Fig. 1: run 1, clock wires, drivers and flops
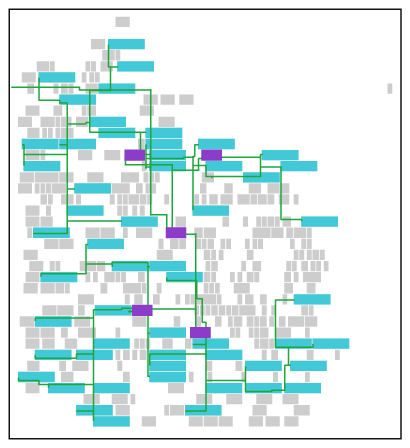
Fig. 2: run 1, placement view
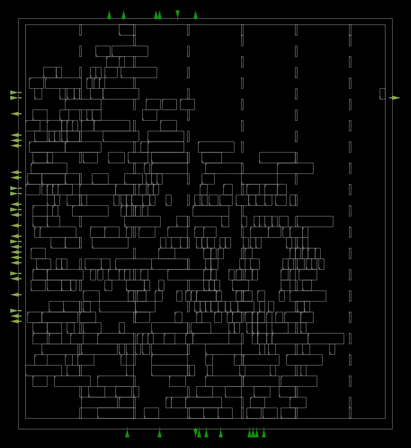
Fig. 3: run 1, port wiring
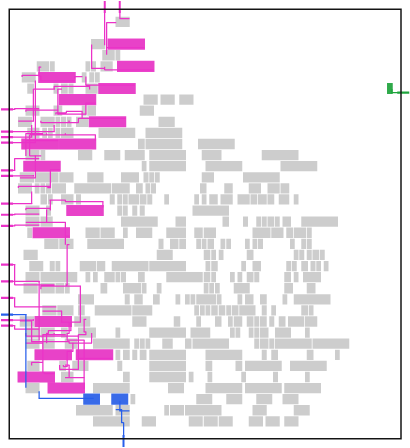
==> src/rtl/colorbar_pkg.sv <==
// Shared constants for the colour-bar pattern sequencer: host mode codes,
// controller state codes and default field widths.
package colorbar_pkg;

   localparam logic [1:0] MODE_HOLD = 2'd0;
   localparam logic [1:0] MODE_AUTO = 2'd1;
   localparam logic [1:0] MODE_STEP = 2'd2;
   localparam logic [1:0] MODE_STOP = 2'd3;

   localparam logic [1:0] ST_IDLE = 2'd0;
   localparam logic [1:0] ST_SYNC = 2'd1;
   localparam logic [1:0] ST_RUN  = 2'd2;

   localparam int DEF_PAT_W   = 3;
   localparam int DEF_DWELL_W = 8;
   localparam int DEF_FCNT_W  = 16;

endpackage

==> src/rtl/colorbar_fv_edge.sv <==
// Frame-boundary detector: registers fv_in and pulses bnd for the single
// cycle in which fv_in is first sampled low after being high.
module colorbar_fv_edge (
   input  logic clk,
   input  logic rstn,
   input  logic fv_in,
   output logic bnd
);

   logic fv_d;

   always_ff @(posedge clk or negedge rstn) begin
      if (!rstn) begin
         fv_d <= 1'b0;
      end else begin
         fv_d <= fv_in;
      end
   end

   assign bnd = fv_d & ~fv_in;

endmodule

==> src/rtl/colorbar_pattern_seq.sv <==
// Frame-synchronous controller for the colour-bar generator: shadows host
// config, applies it on frame boundaries, auto/step cycles the pattern index.
// Optional watchdog enabled by defining COLORBAR_SEQ_WDOG_EN.
module colorbar_pattern_seq
   import colorbar_pkg::*;
#(
   parameter int NUM_PATTERNS = 8,
   parameter int PAT_W        = DEF_PAT_W,
   parameter int DWELL_W      = DEF_DWELL_W,
   parameter int FCNT_W       = DEF_FCNT_W,
   parameter int WDOG_CYCLES  = 4950000
) (
   input  logic               clk,
   input  logic               rstn,
   input  logic               fv_in,
   input  logic               cfg_valid,
   output logic               cfg_ready,
   input  logic [1:0]         cfg_mode,
   input  logic [PAT_W-1:0]   cfg_pat,
   input  logic [DWELL_W-1:0] cfg_dwell,
   input  logic               step,
   output logic               gen_en,
   output logic [PAT_W-1:0]   pat_sel,
   output logic [FCNT_W-1:0]  frame_cnt,
   output logic               busy,
   output logic               wdog_err,
   output logic [1:0]         state
);

   // cfg_valid/cfg_ready: a config transfers on a rising edge where both are
   // high; cfg_valid may stay high while cfg_ready is low and is taken later.
   logic               bnd;
   logic               pending;
   logic               step_pend;
   logic [1:0]         sh_mode;
   logic [PAT_W-1:0]   sh_pat;
   logic [DWELL_W-1:0] sh_dwell;
   logic [1:0]         mode;
   logic [DWELL_W-1:0] dwell;
   logic [DWELL_W-1:0] dwell_cnt;
   logic [DWELL_W-1:0] dwell_last;
   logic [PAT_W-1:0]   pat_inc;
   logic               accept;
   logic               apply;
   logic               run_bnd;
   logic               step_set;
   logic               step_take;
   logic               wdog_fire;

   colorbar_fv_edge u_fv_edge (
      .clk   (clk),
      .rstn  (rstn),
      .fv_in (fv_in),
      .bnd   (bnd)
   );

   assign cfg_ready  = ~pending;
   assign busy       = (state != ST_IDLE);
   assign gen_en     = busy;
   assign accept     = cfg_valid & cfg_ready;
   // pending is registered, so a config accepted on a boundary waits one frame
   assign apply      = bnd & pending & busy;
   assign run_bnd    = bnd & (state == ST_RUN) & ~pending;
   assign step_set   = step & (state == ST_RUN) & (mode == MODE_STEP);
   assign step_take  = run_bnd & (mode == MODE_STEP) & step_pend;
   assign dwell_last = (dwell == '0) ? '0 : dwell - DWELL_W'(1);
   assign pat_inc    = (pat_sel == PAT_W'(NUM_PATTERNS - 1)) ? '0 : pat_sel + PAT_W'(1);

`ifdef COLORBAR_SEQ_WDOG_EN
   logic [31:0] wdog_cnt;
   logic        wdog_err_q;

   always_ff @(posedge clk or negedge rstn) begin
      if (!rstn) begin
         wdog_cnt   <= '0;
         wdog_err_q <= 1'b0;
      end else begin
         if (bnd || !busy) begin
            wdog_cnt <= '0;
         end else begin
            wdog_cnt <= wdog_cnt + 32'd1;
         end
         if (wdog_fire) begin
            wdog_err_q <= 1'b1;
         end
      end
   end

   assign wdog_fire = busy & ~bnd & (wdog_cnt == 32'(WDOG_CYCLES - 1));
   assign wdog_err  = wdog_err_q;
`else
   assign wdog_fire = 1'b0;
   assign wdog_err  = 1'b0;
`endif

   always_ff @(posedge clk or negedge rstn) begin
      if (!rstn) begin
         state     <= ST_IDLE;
         pending   <= 1'b0;
         step_pend <= 1'b0;
         sh_mode   <= MODE_HOLD;
         sh_pat    <= '0;
         sh_dwell  <= '0;
         mode      <= MODE_HOLD;
         dwell     <= '0;
         dwell_cnt <= '0;
         pat_sel   <= '0;
         frame_cnt <= '0;
      end else begin
         if (accept) begin
            sh_mode  <= cfg_mode;
            sh_pat   <= cfg_pat;
            sh_dwell <= cfg_dwell;
         end

         if (wdog_fire) begin
            pending <= 1'b0;
         end else if (accept) begin
            pending <= 1'b1;
         end else if (apply) begin
            pending <= 1'b0;
         end

         if (step_set) begin
            step_pend <= 1'b1;
         end else if (apply || step_take || wdog_fire) begin
            step_pend <= 1'b0;
         end

         if (wdog_fire) begin
            state <= ST_IDLE;
         end else begin
            case (state)
               ST_IDLE: if (accept) state <= ST_SYNC;
               ST_SYNC: if (apply) state <= (sh_mode == MODE_STOP) ? ST_IDLE : ST_RUN;
               ST_RUN:  if (apply && sh_mode == MODE_STOP) state <= ST_IDLE;
               default: state <= ST_IDLE;
            endcase
         end

         if (bnd && state == ST_RUN) begin
            frame_cnt <= frame_cnt + FCNT_W'(1);
         end

         // STOP keeps the last pattern on screen history; other modes load it
         if (apply) begin
            mode      <= sh_mode;
            dwell     <= sh_dwell;
            dwell_cnt <= '0;
            if (sh_mode != MODE_STOP) begin
               pat_sel <= sh_pat;
            end
         end else if (run_bnd && mode == MODE_AUTO) begin
            if (dwell_cnt == dwell_last) begin
               pat_sel   <= pat_inc;
               dwell_cnt <= '0;
            end else begin
               dwell_cnt <= dwell_cnt + DWELL_W'(1);
            end
         end else if (step_take) begin
            pat_sel <= pat_inc;
         end
      end
   end

endmodule

==> config.mk <==
export PLATFORM = sky130hd
export DESIGN_NAME = colorbar_pattern_seq
export DESIGN_NICKNAME = d
export VERILOG_FILES = /design/src/rtl/colorbar_pkg.sv /design/src/rtl/colorbar_fv_edge.sv /design/src/rtl/colorbar_pattern_seq.sv
export SDC_FILE = /design/constraint.sdc
export NUM_CORES = 1
export LEC_CHECK = 0
export ABC_AREA = 1
export CAP_MARGIN = 20
export CORE_ASPECT_RATIO = 1.1
export CORE_MARGIN = 1.5
export CORE_UTILIZATION = 30
export DETAILED_ROUTE_END_ITERATION = 12
export PLACE_DENSITY = 0.57
export SYNTH_ARGS = -nofsm -noshare
export SYNTH_HDL_FRONTEND = slang
export SYNTH_SLANG_ARGS = --single-unit
export TNS_END_PERCENT = 5
==> constraint.sdc <==
create_clock -name clk -period 3 [get_ports clk]
set_input_delay 0.45 -clock clk [delete_from_list [all_inputs] [get_ports clk]]
set_output_delay 0.45 -clock clk [all_outputs]
set_load 0.005 [all_outputs]
==> qor.yml, run 1 <==
worst_setup_path:
  ff2ff_path_depth: 16
  cp_cell_sequence: "clkinv_1 > ha_1 > nand2_4 > inv_2 > nand2_4 > nand2_1 > nand2_1 > nand2_1 > inv_1 > nand2_1 > nor2_1 > nand2_1 > nand2_2 > nand2_1 > nand2_1 > nand2_1"
  reg2reg_from: "dwell[0]"
  crit_path_start: "dwell[0]"
  critPathMostFrequentCell: "nand2_1"
  ff2ff_setup_slack_ns: 0.77
  cpPeakStageDelay_ns: 0.36
  start_kind: "register"
  worstPathArrival_ns: 2.43
  timing.rr.end: "pat_sel[1]"
  cp-end-kind: "register"
sta:
  tightest_slew_ns: 0.656
  maxSlewViolCount: 0
  slew_headroom_pct: 56.2
  finalHoldViolCount: 0
  post-route-period-util_pct: 74.3
  finalSetupViolCount: 0
  rsz0062_at_grt: "false"
  min_period_ns: 2.23
  fmax_mhz: 448
global_routing:
  antenna_found_initial: 0
  grt.met1_usage_pct: 16.7
  grt.total_usage_pct: 13.2
  grt_use_met3_pct: 2.84
  grt_pass1_vias: 2287
  grt_start_max_net_pins: 22
  busiest_layer: "met2"
clock_network:
  post_cts_buffers: 0
  cts_buffers: 5
  cts-resized-gates: 0
  clk_pin_slew_ns: 0.10
  cts.sinks: 55
die:
  die_width_microns: 95.7
  die_h_microns: 105
  rows: 37
  coreArea_sq_um: 9260
cells_and_area:
  area_growth_pct: 21.9
  fin_nets: 380
  antenna_cells: 0
detailed_routing:
  vias: 2160
  wl_mm: 6.07
  drc: 0
  ant_nets: 0
  first_pass_iters: 4
pwr:
  ir_worst_vdd_uv: 277
  finalPower_mw: 2.61
run:
  tool_warnings: 26
synthesis:
  yosys.area.top_type: "dfrtp_1"
  yosysTopAreaCellShare_pct: 48.6
  yosysWarnings: 0
  avgSynthCellArea_sq_um: 9.05
  yosysChipArea_sq_um: 2830
place:
  gp_congestion: 0.772
  place_hpwl_mm: 4.61
status:
  status: "complete, no violations"
Back to the opening pictures, Fig. 1:
[flip-flops] cyan | count: 55
[clock wires] green | length: 697 microns
[clock-net drivers] purple | count: 5
routed clock nets	6
clk pwr: 0.433 mW
Worst-Skew Late Latency: 0.32 ns

Back to the opening pictures, Fig. 2:
final cell count without fillers: 474
Filler cells: 974
Tap Cells: 117

Back to the opening pictures, Fig. 3:
port	colour	direction	edge	end cells	buffers	wire
wdog_err	green	output	east	1	0	2.50 microns
cfg_mode	blue	input	1 west, 1 south	2	2	49.5 microns
frame_cnt	magenta	output	14 west, 2 north	16	16	613 microns
io pins: 43
IO Port Bufs: 41

[run 1: cell usage in the layout (no fill, tap or decap), types with 3 or more instances in the layout]
cell type,Yosys,layout
nand2_1,71,71
dfrtp_1,55,55
inv_1,40,40
clkdlybuf4s50_1,0,40
nand3_1,23,23
nor2_1,17,17
xor2_1,17,17
o21ai_0,16,16
mux2_2,14,14
o22ai_1,7,7
clkbuf_8,0,6
nor2_4,5,5
nand4_1,5,5
ha_1,5,5
nor2_2,4,4
o21ai_1,4,4
xnor2_1,4,4
nand2_4,3,3
buf_4,2,3
[run 1: sequential cells by signal, summed over array words and instances, names as in the netlist, 2 cells and up]
name       cells
sh_pat         3
sh_dwell       8
pat_sel        3
sh_mode        2
dwell_cnt      8
mode           2
state          2
frame_cnt     16
dwell          8
[run 1: metrics by stage]
step | area (sq um) | worst slack (ns)
after floorplan | 2830 | 1.24
after global placement | 3360 | 0.726
after detailed placement | 3360 | 0.668
after CTS | 3460 | 0.762
after global routing | 3460 | 0.468
final | 3460 | 0.770
[run 1: layout make-up]
class / count / area, sq um / area share [%]
clock buffer: 6 / 82.6 / 2.39
clock inverter: 1 / 8.76 / 0.253
inverter: 42 / 158 / 4.56
multi-input combinational: 209 / 1260 / 36.4
sequential: 55 / 1380 / 39.8
tap: 117 / 146 / 4.24
timing repair buffer: 44 / 428 / 12.4
[run 1: cells in the mapped netlist (all sizes together)]
cell type and instances:
nand2 76, dfrtp 55, inv 41, nor2 26, nand3 25, o21ai 20, xor2 17, mux2 14
o22ai 7, buf 5, ha 5, nand4 5, nor3 4, xnor2 4, clkbuf 2, o31ai 2
a31oi 1, a32o 1, clkinv 1, conb 1, nor4 1
[run 1: report_power, final]
group          switching [mW]  total, mW  internal, mW
Clock                   0.247      0.433         0.186
Combinational           0.551       1.03         0.476
Sequential              0.194       1.15         0.960
[run 1: worst max path at each step]
stage                     slack, ns            end
after floorplan                1.24     pat_sel[0]
after global placement         0.73  frame_cnt[14]
after detailed placement       0.67     pat_sel[1]
after CTS                      0.76     pat_sel[1]
after global routing           0.47     pat_sel[2]
final                          0.77     pat_sel[1]
[run 1: kinds of logic after synthesis]
| kind of cell | after synthesis | synth area share [%] |
|---|---|---|
| adders and majority gates | 5 | 2.21 |
| muxes | 14 | 5.56 |
| other | 1 | 0.132 |
| buffers and inverters | 49 | 7.11 |
| AOI/OAI and AO/OA | 31 | 6.18 |
| DFF | 55 | 48.6 |
| and+or+nand+nor | 137 | 23.8 |
| xor gates and xnor gates | 21 | 6.49 |
[run 1: worst max-delay path: cells and delay by family (launching register included)]
family / cells / cell delay, ns
buffers and inverters: 3 / 0.29
adder cells (fa/ha/maj): 1 / 0.36
AND/OR/NAND/NOR: 12 / 1.13
flip-flops: 1 / 0.34
[run 1: metal layers]
layer | up-vias | wire length (microns)
li1 | 1088 | -
met1 | 1017 | 2780
met2 | 46 | 2960
met3 | 9 | 245
met4 | 0 | 85
met5 | - | 0
Fig. 4: run 1, pin map
Pins as bars across the die edge, other pins in grey.
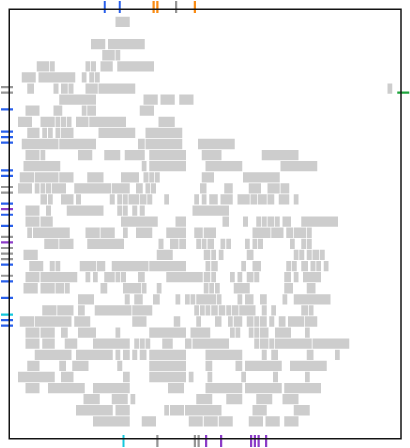

==> run 1 -> run 2 <==
--- a/config.mk
+++ b/config.mk
@@ -11,7 +11,7 @@
 export CORE_MARGIN = 1.5
 export CORE_UTILIZATION = 30
 export DETAILED_ROUTE_END_ITERATION = 12
-export PLACE_DENSITY = 0.57
+export PLACE_DENSITY = 0.59
 export SYNTH_ARGS = -nofsm -noshare
 export SYNTH_HDL_FRONTEND = slang
 export SYNTH_SLANG_ARGS = --single-unit
==> constraint.sdc (replaced) <==
create_clock -name clk -period 1.8 [get_ports clk]
set_input_delay 0.27 -clock clk [delete_from_list [all_inputs] [get_ports clk]]
set_output_delay 0.27 -clock clk [all_outputs]
set_load 0.005 [all_outputs]
Fig. 5: run 2, pin map
Pins as bars across the die edge, other pins in grey.
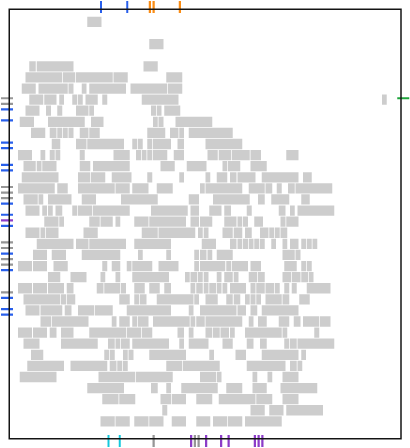
port	colour	pins	direction	edge
frame_cnt	blue	16	output	14 west, 2 north
pat_sel	orange	3	output	north
cfg_dwell	purple	8	input	7 south, 1 west
cfg_mode	cyan	2	input	south
wdog_err	green	1	output	east
all pins by edge	25 west, 12 south, 5 north, 1 east
die y size: 105 microns
Die W: 95.7 microns

Fig. 6: run 2, port wiring
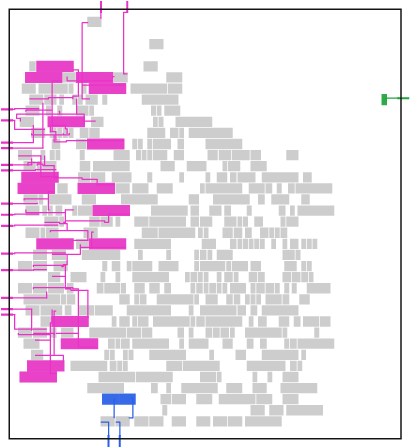
port	colour	direction	edge	end cells	buffers	wire
frame_cnt	magenta	output	14 west, 2 north	16	16	583 microns
cfg_mode	blue	input	south	2	2	20.8 microns
wdog_err	green	output	east	1	0	3.50 microns

==> qor.yml, run 2 <==
sta:
  fin_ws_ns: -0.0205  # -0.790 ns
  fmax_mhz: 549  # +23%
  rsz0062_at_grt: "true"
  finalHoldViolCount: 0  # unchanged
  post-route-period-util_pct: 101  # +27 points
  finalSetupViolCount: 5  # +5
  min_period_ns: 1.82  # -0.410 ns
pwr:
  combPwrFrac_pct: 42.0  # +2.7 points
  p_int_mw: 3.18  # +96%
  pwr-share-clk_pct: 19.5  # +2.9 points
  switching_share_pct: 36.2  # -1.7 points
  p_switching_mw: 1.81  # +82%
  ir_worst_vdd_uv: 614  # +120%
detailed_routing:
  ant_nets: 0  # unchanged
  vias: 2291  # +6.1%
  drc: 0  # unchanged
synthesis:
  postSynth.asyncResetShare_pct: 100  # unchanged
  avgSynthCellArea_sq_um: 9.05  # unchanged
  yosys.area.top_type: "dfrtp_1"
  yosysChipArea_sq_um: 2830  # unchanged
  ys_top_cells_by_count: "71 x nand2_1, 55 x dfrtp_1, 40 x inv_1"
  yosysWarnings: 0  # unchanged
  synthMostInstantiatedCell: "nand2_1"
  synth-edff-count: 0  # unchanged
place:
  gp_congestion: 0.832  # +7.7%
  place_hpwl_mm: 4.26  # -7.5%
  portBuffers: 41  # unchanged
worst_setup_path:
  timing.critical_path.buf_inv: 3  # unchanged
  reg2reg_from: "dwell[5]"
  start_kind: "register"
  critPathMostFrequentCell: "buf_4"
  worstPathArrival_ns: 2.05  # -0.38 ns
  cpPeakStageDelay_ns: 0.42  # +0.06 ns
  cp_cell_sequence: "nor2_2 > buf_4 > nand3_4 > o21ai_2 > buf_4 > nand3_1 > nand3_2 > nor2_2 > nand2_2 > nand2_4 > buf_4 > o22ai_1"
  ff2ff_setup_slack_ns: -0.02  # -0.79 ns
clock_network:
  clk_pin_slew_ns: 0.10  # about the same
  cts.sinks: 55  # unchanged
  clk_latency_ns: 0.31  # about the same
  cts_buffers: 5  # unchanged
cells_and_area:
  largest_reg_flops: 16  # unchanged
  antenna_cells: 0  # unchanged
  final_common_cell: "nand2_1"
  area_growth_pct: 34.7
  top_register: "frame_cnt"
  final_cell_mix: "66 x nand2_1, 53 x dfrtp_1, 40 x clkdlybuf4s50_1"
die:
  ios: 43  # unchanged
  rows: 37  # unchanged
global_routing:
  antenna_found_initial: 0  # unchanged
  grt_pass1_vias: 2471  # +8.0%
  grt.total_usage_pct: 13.3  # +0.11 points
  grt_start_max_net_pins: 56  # +150%
status:
  violations: "negative setup slack"
  status: "finished, violations left"
run:
  tool_warnings: 28  # +7.7%
Fig. 7: run 2, placement view
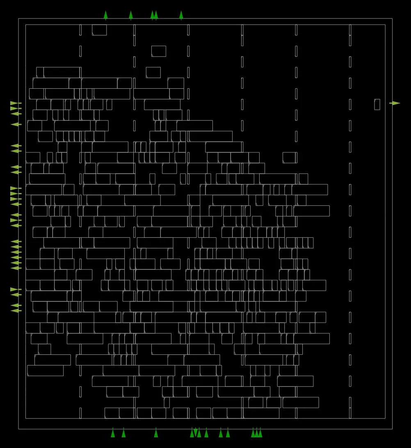
final cell count without fillers: 499
sequential cell area share: 36.1%
Final Util: 41.2%
CORE AREA: 9260 sq um

-- run 2: per-stage QoR --
stage / power (mW) / area, sq um / util, % / worst slack (ns)
2_1_floorplan: 3.10 / 2830 / - / 0.0442
3_3_place_gp: 3.69 / 3510 / 37.9 / -0.127
3_5_place_dp: 3.73 / 3510 / 37.9 / -0.172
4_1_cts: 4.83 / 3720 / 40.1 / -0.00752
5_1_grt: 5.40 / 3820 / 41.2 / -0.157
6_report: 4.98 / 3820 / 41.2 / -0.0205
-- run 2: how the worst max path moves through the flow --
stage / cells past startpoint / endpoint
final: 12 / dwell_cnt[6]
after global routing: 13 / pat_sel[1]
after CTS: 13 / dwell_cnt[7]
after detailed placement: 11 / frame_cnt[14]
after global placement: 11 / frame_cnt[14]
after floorplan: 14 / pat_sel[0]
-- run 2: power by group through the flow --
stage | Combinational [mW] | Sequential (mW) | Clock [mW]
final | 2.09 | 1.92 | 0.969
after global routing | 2.38 | 1.98 | 1.04
after global placement | 1.76 | 1.93 | 0
after CTS | 1.92 | 1.91 | 1.00
after detailed placement | 1.80 | 1.93 | 0
after floorplan | 1.23 | 1.87 | 0
-- run 2: area by class of cell --
| class | instances | area, sq um |
|---|---|---|
| Multi-Input combinational cell | 209 | 1370 |
| Inverter | 42 | 161 |
| Sequential cell | 55 | 1380 |
| Clock inverter | 2 | 60.1 |
| Timing Repair Buffer | 68 | 631 |
| Fill cell | 932 | 5440 |
| Tap cell | 117 | 146 |
| Clock buffer | 6 | 72.6 |
-- run 2: routing by layer --
layer	wire, microns	GRT usage (%)	up-vias
met3	250	3.42	9
met4	125	4.83	0
met2	2980	22.4	36
met1	2650	15.9	1113
li1	-	-	1133
met5	0	0	-
-- run 2: logic make-up (layout without fill, tap and decap cells) --
group                    after synthesis  after routing  share of synthesized area (%)
buffers and inverters                 49            118                           7.11
adder cells (fa/ha/maj)                5              5                           2.21
other                                  1              1                          0.132
multiplexers                          14             14                           5.56
XOR/XNOR                              21             21                           6.49
flip-flops                            55             55                           48.6
AND-OR/OR-AND                         31             31                           6.18
AND/OR/NAND/NOR                      137            137                           23.8
-- run 2: what timing repair did --
action                                  in CTS  in global routing
endpoints found under the hold margin       55                  0
resized                                     13                 22
pin swaps                                    7                 10
gates cloned                                 0                  0
endpoints found under the setup margin      10                 16
hold buffers                                 1                  0
setup buffers                                1                  4
==> run 2 -> run 3 <==
--- a/config.mk
+++ b/config.mk
@@ -11,6 +11,7 @@
 export CORE_MARGIN = 1.5
 export CORE_UTILIZATION = 30
 export DETAILED_ROUTE_END_ITERATION = 12
+export HOLD_SLACK_MARGIN = 0.02
 export PLACE_DENSITY = 0.59
 export SYNTH_ARGS = -nofsm -noshare
 export SYNTH_HDL_FRONTEND = slang
Fig. 8: run 3, placement view
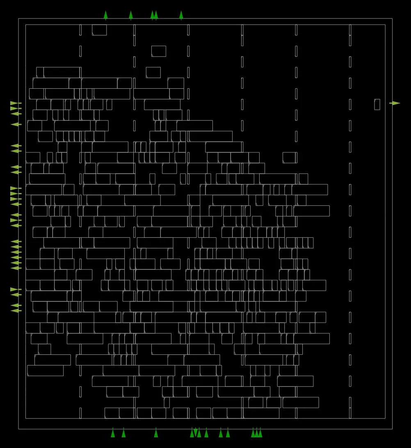
Row Count: 37
Seq cells: 55
Filler cells: 932

Fig. 9: run 3, port wiring
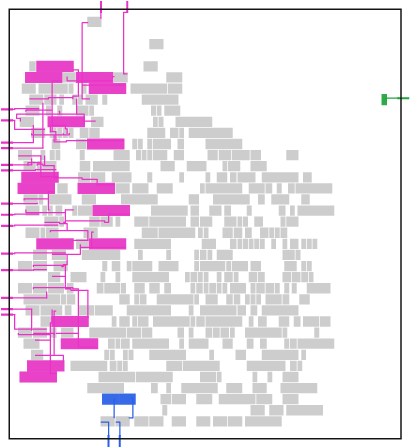

==> qor.yml, run 3 <==
status:
  status: "finished, violations left"
  violations: "negative setup slack"
die:
  coreArea_sq_um: 9260  # unchanged
  ios: 43  # unchanged
  die_h_microns: 105  # unchanged
  die_width_microns: 95.7  # unchanged
place:
  place_hpwl_mm: 4.26  # unchanged
  postPlaceCellArea_sq_um: 3510  # unchanged
  gp_congestion: 0.832  # unchanged
  portBuffers: 41  # unchanged
run:
  tool_warnings: 28  # unchanged
sta:
  min_period_ns: 1.82  # unchanged
  fin_ws_ns: -0.0205  # unchanged
  rsz0062_at_grt: "true"
  finalHoldViolCount: 0  # unchanged
  finalSetupViolCount: 5  # unchanged
worst_setup_path:
  start_kind: "register"
  crit_fanout: 6
  worstPathArrival_ns: 2.05  # about the same
  cp_cell_sequence: "nor2_2 > buf_4 > nand3_4 > o21ai_2 > buf_4 > nand3_1 > nand3_2 > nor2_2 > nand2_2 > nand2_4 > buf_4 > o22ai_1"
  cpPeakStageDelay_ns: 0.42  # about the same
  ff2ff_setup_slack_ns: -0.02  # about the same
  critPathMostFrequentCell: "buf_4"
  reg2reg_from: "dwell[5]"
pwr:
  finalPower_mw: 4.98  # unchanged
  ir_worst_vdd_uv: 614  # unchanged
detailed_routing:
  ant_nets: 0  # unchanged
  vias: 2291  # unchanged
  drc: 0  # unchanged
  drt-initial-drc-count: 76
synthesis:
  synth-edff-count: 0  # unchanged
  avgSynthCellArea_sq_um: 9.05  # unchanged
  ys_top_cells_by_count: "71 x nand2_1, 55 x dfrtp_1, 40 x inv_1"
  ys_dominant_reg_cell: "dfrtp_1"
  syn_inst: 313
  yosys.area.top_type: "dfrtp_1"
  yosysWarnings: 0  # unchanged
  postSynth.asyncResetShare_pct: 100  # unchanged
  synthMostInstantiatedCell: "nand2_1"
cells_and_area:
  largest_reg_flops: 16  # unchanged
  final_cell_mix: "66 x nand2_1, 53 x dfrtp_1, 40 x clkdlybuf4s50_1"
  fin_area_sq_um: 3820  # unchanged
  area_growth_pct: 34.7  # unchanged
  final_common_cell: "nand2_1"
clock_network:
  cts_buffers: 5  # unchanged
  clk_latency_ns: 0.31  # about the same
  clk_pin_slew_ns: 0.10  # about the same
  cts.sinks: 55  # unchanged
  root_buffer: "clkbuf_8"
global_routing:
  grt_pass1_vias: 2471  # unchanged
  grt_start_max_net_pins: 56  # unchanged
  grt.total_usage_pct: 13.3  # unchanged
  antenna_found_initial: 0  # unchanged
Fig. 10: run 3, pin map
Pins as bars across the die edge, other pins in grey.
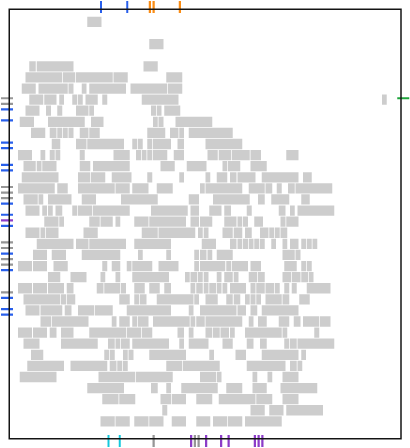
port	colour	pins	direction	edge
frame_cnt	blue	16	output	14 west, 2 north
pat_sel	orange	3	output	north
cfg_dwell	purple	8	input	7 south, 1 west
wdog_err	green	1	output	east
cfg_mode	cyan	2	input	south

run 3: cell counts in the layout (fill, tap and decap cells not counted):
No cell type changed its count.
run 3: per-stage QoR:
| step | hold slack [ns] | setup slack (ns) | util [%] | setup TNS (ns) | std cells |
|---|---|---|---|---|---|
| final | 0.463 | -0.0205 | 41.2 | -0.0737 | 499 |
| after detailed placement | 0.290 | -0.172 | 37.9 | -2.07 | 485 |
| after global placement | 0.291 | -0.127 | 37.9 | -1.14 | 485 |
| after CTS | 0.445 | -0.00752 | 40.1 | -0.0303 | 495 |
| after floorplan | -0.0256 | 0.0442 | - | 0 | 313 |
| after global routing | 0.461 | -0.157 | 41.2 | -1.69 | 499 |
run 3: cells by family (layout without fill, tap and decap cells):
| family | count (synthesis) | in the layout | synth area share [%] |
|---|---|---|---|
| AND-OR/OR-AND | 31 | 31 | 6.18 |
| XOR/XNOR | 21 | 21 | 6.49 |
| adder cells (fa/ha/maj) | 5 | 5 | 2.21 |
| buffers and inverters | 49 | 118 | 7.11 |
| flip-flops | 55 | 55 | 48.6 |
| multiplexers | 14 | 14 | 5.56 |
| other | 1 | 1 | 0.132 |
| AND/OR/NAND/NOR | 137 | 137 | 23.8 |
run 3: power by group:
group / switching [mW] / internal [mW] / total [mW] / leakage (nW)
registers: 0.314 / 1.61 / 1.92 / 0.698
clock network: 0.413 / 0.556 / 0.969 / 0.0654
logic: 1.08 / 1.02 / 2.09 / 1.05
total: 1.81 / 3.18 / 4.98 / 1.81
run 3: worst max-delay path, delay by kind of cell, from the launching register on:
family	cells	cell delay [ns]
AOI/OAI and AO/OA	2	0.27
buffers and inverters	3	0.43
and+or+nand+nor	7	0.61
DFF	1	0.42
run 3: how the worst max path moves through the flow:
| stage | cells after the start | startpoint | slack [ns] | to |
|---|---|---|---|---|
| floorplan | 14 | dwell[0] | 0.04 | pat_sel[0] |
| global placement | 11 | fv_in | -0.13 | frame_cnt[14] |
| detailed placement | 11 | fv_in | -0.17 | frame_cnt[14] |
| CTS | 13 | dwell[1] | -0.008 | dwell_cnt[7] |
| global route | 13 | dwell[5] | -0.16 | pat_sel[1] |
| finish | 12 | dwell[5] | -0.02 | dwell_cnt[6] |
run 3: final cells by class:
| cell class | count | area (sq um) |
|---|---|---|
| Clock buffer | 6 | 72.6 |
| Multi-Input combinational cell | 209 | 1370 |
| Tap cell | 117 | 146 |
| Fill cell | 932 | 5440 |
| Sequential cell | 55 | 1380 |
| Inverter | 42 | 161 |
| Timing Repair Buffer | 68 | 631 |
| Clock inverter | 2 | 60.1 |
run 3: routing by layer:
layer / share of wire, % / up-vias / track usage (%)
li1: - / 1133 / -
met2: 50 / 36 / 22.4
met1: 44 / 1113 / 15.9
met4: 2.1 / 0 / 4.83
met3: 4.2 / 9 / 3.42
met5: 0 / - / 0
run 3: repair_timing:
action,4_1_cts,5_1_grt
resized,13,22
setup buffers,1,4
hold endpoints to repair,55,0
endpoints found under the setup margin,10,16
pin swaps,7,10
hold buffers,1,0
Power figures rest on the tool's default switching activity, not on a simulated workload.
